File: src/rtl/kc705_tx_arb_pkg.sv
// Shared types and encodings for the KC705 TX AXI-Stream packet arbiter.
package kc705_tx_arb_pkg;

  typedef enum logic [1:0] {
    IDLE   = 2'd0,
    GRANT0 = 2'd1,
    GRANT1 = 2'd2,
    GAP    = 2'd3
  } arb_state_e;

  localparam logic [1:0] ACTIVE_NONE = 2'b00;
  localparam logic [1:0] ACTIVE_SRC0 = 2'b01;
  localparam logic [1:0] ACTIVE_SRC1 = 2'b10;

  localparam logic SRC0 = 1'b0;
  localparam logic SRC1 = 1'b1;

endpackage

File: src/rtl/kc705_tx_arb_frame_mon.sv
// Per-source frame monitor: beat counter with oversize detection and a
// wrapping completed-frame counter.
module kc705_tx_arb_frame_mon
  import kc705_tx_arb_pkg::*;
#(
  parameter logic [15:0] MAX_PKT_BEATS = 16'd1518
) (
  input  logic        axi_tclk,
  input  logic        axi_tresetn,
  input  logic        start,
  input  logic        beat,
  input  logic        last,
  output logic [15:0] pkt_count,
  output logic        oversize_err
);

  logic [15:0] beat_count;

  // beat_count holds beats already accepted, so it equals MAX-1 on the
  // MAX-th beat; it then parks at MAX so the pulse cannot repeat.
  always_ff @(posedge axi_tclk or negedge axi_tresetn) begin
    if (!axi_tresetn) begin
      beat_count   <= '0;
      pkt_count    <= '0;
      oversize_err <= 1'b0;
    end else begin
      oversize_err <= beat && !last && (beat_count == (MAX_PKT_BEATS - 16'd1));
      if (start)
        beat_count <= '0;
      else if (beat && (beat_count != MAX_PKT_BEATS))
        beat_count <= beat_count + 16'd1;
      if (beat && last)
        pkt_count <= pkt_count + 16'd1;
    end
  end

endmodule

File: src/rtl/kc705_ethernet_rgmii_axi_tx_arbiter.sv
// Packet-level round-robin arbiter sharing the TX AXI-Stream between two sources.
// Optional inter-frame gap enabled by defining KC705_TX_ARB_IFG_EN.
module kc705_ethernet_rgmii_axi_tx_arbiter
  import kc705_tx_arb_pkg::*;
#(
  parameter int          DATA_WIDTH    = 8,
  parameter logic [15:0] MAX_PKT_BEATS = 16'd1518
`ifdef KC705_TX_ARB_IFG_EN
  ,
  parameter int          IFG_CYCLES    = 12
`endif
) (
  input  logic                  axi_tclk,
  input  logic                  axi_tresetn,
  input  logic                  enable_src0,
  input  logic                  enable_src1,
  input  logic [DATA_WIDTH-1:0] s0_axis_tdata,
  input  logic                  s0_axis_tvalid,
  input  logic                  s0_axis_tlast,
  output logic                  s0_axis_tready,
  input  logic [DATA_WIDTH-1:0] s1_axis_tdata,
  input  logic                  s1_axis_tvalid,
  input  logic                  s1_axis_tlast,
  output logic                  s1_axis_tready,
  output logic [DATA_WIDTH-1:0] tx_axis_tdata,
  output logic                  tx_axis_tvalid,
  output logic                  tx_axis_tlast,
  input  logic                  tx_axis_tready,
  output logic [1:0]            active_src,
  output logic [15:0]           pkt_count0,
  output logic [15:0]           pkt_count1,
  output logic                  oversize_err
);

  arb_state_e state, state_next;
  logic       last_grant, last_grant_next;
  logic       req0, req1;
  logic       start0, start1, beat0, beat1;
  logic       ovf0, ovf1;
`ifdef KC705_TX_ARB_IFG_EN
  logic [15:0] gap_count, gap_count_next;
`endif

  assign req0 = s0_axis_tvalid & enable_src0;
  assign req1 = s1_axis_tvalid & enable_src1;

  always_ff @(posedge axi_tclk or negedge axi_tresetn) begin
    if (!axi_tresetn) begin
      state      <= IDLE;
      last_grant <= SRC1;
`ifdef KC705_TX_ARB_IFG_EN
      gap_count  <= '0;
`endif
    end else begin
      state      <= state_next;
      last_grant <= last_grant_next;
`ifdef KC705_TX_ARB_IFG_EN
      gap_count  <= gap_count_next;
`endif
    end
  end

  // Grants are only decided from IDLE, so a frame always runs to its tlast.
  always_comb begin
    state_next      = state;
    last_grant_next = last_grant;
`ifdef KC705_TX_ARB_IFG_EN
    gap_count_next  = gap_count;
`endif
    s0_axis_tready  = 1'b0;
    s1_axis_tready  = 1'b0;
    tx_axis_tdata   = '0;
    tx_axis_tvalid  = 1'b0;
    tx_axis_tlast   = 1'b0;
    active_src      = ACTIVE_NONE;
    start0          = 1'b0;
    start1          = 1'b0;
    beat0           = 1'b0;
    beat1           = 1'b0;
    case (state)
      IDLE: begin
        if (req0 && (!req1 || (last_grant == SRC1))) begin
          state_next      = GRANT0;
          last_grant_next = SRC0;
          start0          = 1'b1;
        end else if (req1) begin
          state_next      = GRANT1;
          last_grant_next = SRC1;
          start1          = 1'b1;
        end
      end
      GRANT0: begin
        tx_axis_tdata  = s0_axis_tdata;
        tx_axis_tvalid = s0_axis_tvalid;
        tx_axis_tlast  = s0_axis_tlast;
        s0_axis_tready = tx_axis_tready;
        active_src     = ACTIVE_SRC0;
        beat0          = s0_axis_tvalid & tx_axis_tready;
      end
      GRANT1: begin
        tx_axis_tdata  = s1_axis_tdata;
        tx_axis_tvalid = s1_axis_tvalid;
        tx_axis_tlast  = s1_axis_tlast;
        s1_axis_tready = tx_axis_tready;
        active_src     = ACTIVE_SRC1;
        beat1          = s1_axis_tvalid & tx_axis_tready;
      end
      GAP: begin
`ifdef KC705_TX_ARB_IFG_EN
        if (gap_count <= 16'd1)
          state_next = IDLE;
        else
          gap_count_next = gap_count - 16'd1;
`else
        state_next = IDLE;
`endif
      end
      default: state_next = IDLE;
    endcase

    if ((beat0 && s0_axis_tlast) || (beat1 && s1_axis_tlast)) begin
`ifdef KC705_TX_ARB_IFG_EN
      state_next     = GAP;
      gap_count_next = 16'(IFG_CYCLES);
`else
      state_next     = IDLE;
`endif
    end
  end

  kc705_tx_arb_frame_mon #(.MAX_PKT_BEATS(MAX_PKT_BEATS)) u_mon0 (
    .axi_tclk     (axi_tclk),
    .axi_tresetn  (axi_tresetn),
    .start        (start0),
    .beat         (beat0),
    .last         (s0_axis_tlast),
    .pkt_count    (pkt_count0),
    .oversize_err (ovf0)
  );

  kc705_tx_arb_frame_mon #(.MAX_PKT_BEATS(MAX_PKT_BEATS)) u_mon1 (
    .axi_tclk     (axi_tclk),
    .axi_tresetn  (axi_tresetn),
    .start        (start1),
    .beat         (beat1),
    .last         (s1_axis_tlast),
    .pkt_count    (pkt_count1),
    .oversize_err (ovf1)
  );

  assign oversize_err = ovf0 | ovf1;

endmodule

File: config.mk
export PLATFORM = sky130hd
export DESIGN_NAME = kc705_ethernet_rgmii_axi_tx_arbiter
export DESIGN_NICKNAME = d
export VERILOG_FILES = /design/src/rtl/kc705_tx_arb_pkg.sv /design/src/rtl/kc705_tx_arb_frame_mon.sv /design/src/rtl/kc705_ethernet_rgmii_axi_tx_arbiter.sv
export SDC_FILE = /design/constraint.sdc
export NUM_CORES = 1
export LEC_CHECK = 0
export CAP_MARGIN = 20
export CORE_ASPECT_RATIO = 0.9
export CORE_MARGIN = 10
export CORE_UTILIZATION = 52
export CTS_CLUSTER_SIZE = 40
export DETAILED_ROUTE_END_ITERATION = 10
export GPL_TIMING_DRIVEN = 0
export PLACE_DENSITY = 0.83
export SLEW_MARGIN = 40
export SYNTH_ARGS = -nofsm -noshare
export SYNTH_HDL_FRONTEND = slang
export SYNTH_HIERARCHICAL = 1
export SYNTH_SLANG_ARGS = --single-unit
File: constraint.sdc
create_clock -name axi_tclk -period 2.8 [get_ports axi_tclk]
set_input_delay 0.56 -clock axi_tclk [delete_from_list [all_inputs] [get_ports axi_tclk]]
set_output_delay 0.56 -clock axi_tclk [all_outputs]
set_load 0.01 [all_outputs]
Fig. 1: run 1, sizing map
Scale bar: 20 um.
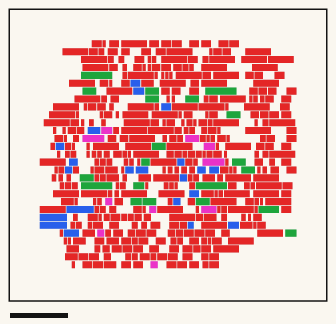
colour	size	cells	most used
magenta	x3 and x4	10	clkbuf_4
blue	x2	21	or3_2
red	x1 and smaller	398	clkdlybuf4s50_1
green	x6 and larger	20	clkbuf_8
worst setup margin: 0.131 ns
layout buffer count excluding clock buffers: 81
area of all placed cells without fillers: 4850 sq um
synthesis-to-finish area growth: 30.9%

Fig. 2: run 1, signal wires by layer
Scale bar: 20 um.
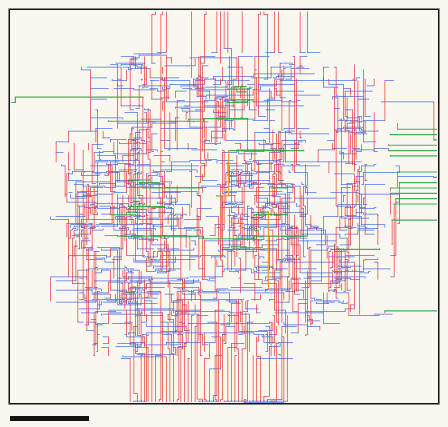
colour	layer	wire length
blue	M1	3,570 um
orange	M4	44.0 um
green	M3	410 um
red	M2	4,600 um
Routed wire per std cell: 15.9 um
total track usage: 16.1%
total wire length after detailed routing: 8.62 mm
vias: 3,054

Fig. 3: run 1, M3 wires
Scale bar: 20 um.
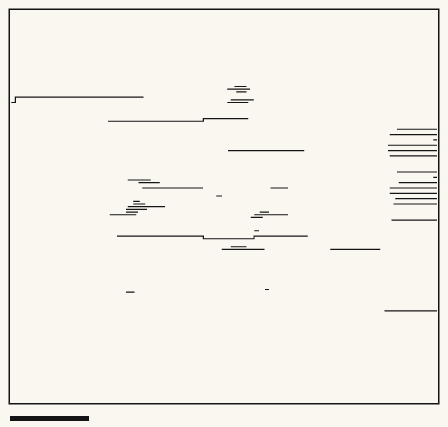
wire length on this layer	410 um
longest straight run	32.4 um
met3 GRT Util: 5.19%

==> run notes <==
The full implementation flow was run.

The multi-input gate area in the final layout stands at 1870 sq um. Setup violations remaining at the end of the flow were counted as 0. The biggest slice of the total power is consumed by sequential cells. The most used flip-flop cell after synthesis is sky130_fd_sc_hd__dfrtp_1. The number of global-route vias before repair came to 2,932. In this run the deepest clock path goes through 2 buffers. The leakage dissipation stands at 0.00207 uW.

The worst setup path is captured at an output port. The mean instance size in the synthesized netlist stands at 10.3 sq um. The post-synthesis net count stands at 400. The worst pin sits at a relative slew slack of 52.8%.

The most critical hold endpoint after final layout shows a slack of 0.0813 ns. Walking the worst path, the cells encountered are inv_1, ha_2, clkbuf_4, a22oi_1, nor2b_1, clkdlybuf4s50_1. The met2 layer usage reported by global route stands at 28.4%. The number of sinks on the clock net stands at 69. The timing report attributes the biggest portion of critical-path delay to buffers and inverters.

Among logic cells in the layout, the one with the most instances is sky130_fd_sc_hd__clkdlybuf4s50_1. The met1 demand-to-capacity share in global routing stands at 18.4%. The number of different library cells in the post-synthesis netlist stands at 52. STA lists the endpoint of the worst register-to-register path as u_mon0/beat_count[15]$_DFFE_PN0P_. The final standard cell count with taps included and fillers excluded stands at 542. Post-CTS repair changed the size of 0 cells. Per the synthesis report, the simple-gate share of the synthesized area is 25.6%. The fraction of cell area in sequential cells is reported as 35.7%. The number of warnings reported in the stage logs is 35. The worst setup slack for register-to-register paths stands at 0.29 ns.

The number of inverters outside the clock class in the layout stands at 13. Max-slew check failures listed in the final report amount to 0. OpenSTA lists the critical path startpoint as state[1]$_DFFE_PN0P_. By area, multi-input combinational cells come first. Measured in cells, the most critical reg-to-reg path has a length of 8. Using the TritonRoute via totals, the vias-per-cell ratio works out to 5.63. The placed cell area stands at 4550 sq um.

The sum of met3 wire segment lengths after detailed routing stands at 409 um. The net switching power figure stands at 907 uW. The max-cap violation count stands at 0.

Among the non-sequential cells, simple AND/OR/NAND/NOR gates take the most area. The longest individual stage delay on the worst path stands at 0.55 ns. Counting the fill cells in the layout gives 502.

Per the post-CTS timing run, clock transition at the registers of the reported paths is 0.08 ns. The vertical die dimension reported for this design is 100 um. Ranking logic cells in the layout by count gives the top entries sky130_fd_sc_hd__clkdlybuf4s50_1 (68), sky130_fd_sc_hd__dfrtp_1 (66), sky130_fd_sc_hd__xnor2_1 (34).

Yosys reports that the leading cell type by area covers 46.0% of the netlist area. The number of multi-input combinational cells in the layout is 270. By area the synthesized netlist is led by sky130_fd_sc_hd__dfrtp_1 (46%), sky130_fd_sc_hd__xnor2_1 (8.0%), sky130_fd_sc_hd__ha_1 (4.7%), sky130_fd_sc_hd__nand4_1 (3.5%), sky130_fd_sc_hd__nand3_1 (3.1%). The power consumed by sequential cells stands at 1230 uW.

The violation count after the first detailed-routing iteration stands at 132. For the combinational group, total power comes out at 825 uW. Recorded from the global router log, the overflow total was 0. As logged by OpenROAD, the buffers inserted on ports number 71. The largest individual stage delay along the critical path comes from the cell sky130_fd_sc_hd__clkdlybuf4s50_1. The data arrival time of the worst path stands at 2.11 ns. The worst VDD IR drop from the latest analysis is 0.485 mV.

The warning count from the yosys run stands at 6. Internal power comes to 2250 uW. According to the floorplan report, the placeable core area is 7000 sq um. Cells fill 69.2% of the core in the end. The final antenna diode count stands at 0.

The fraction of final cell area spent on clock buffers and inverters in this run is 5.78%. For reference, XOR and XNOR gates occupy 10.9% of the area reported after synthesis. Ranked by instance count, the synthesized netlist is headed by sky130_fd_sc_hd__dfrtp_1 (68), sky130_fd_sc_hd__xnor2_1 (34), sky130_fd_sc_hd__nand2_1 (26). The final weighted congestion in routability-driven placement stands at 0.826. The layer flagged by global routing as most heavily used is met2. The total number of nets in the final design stands at 483.

The pin count of the biggest net entering global routing stands at 39. After floorplanning, the die was sized to cover 10,900 sq um. The total instance count after detailed placement stands at 526. The routed metal-1 wire length stands at 3.57 mm. At the later pin of the worst-skew pair, clock insertion delay measures 0.34 ns. Power spread over the standard cell area amounts to 652 nW/um^2. The fraction of layout cells with a size suffix above 1 stands at 11.4%. The number of H-tree levels stands at 3.

The wire length of the first global-routing pass stands at 14.3 mm. The flow ran to the end, and the final reports show no timing, DRC or antenna violations. The overall power consumption stands at 3160 uW.

The critical path crosses 6 cells after its start point. The number of instances in the synthesized netlist stands at 361.
Power is estimated from default activity; no workload was simulated.
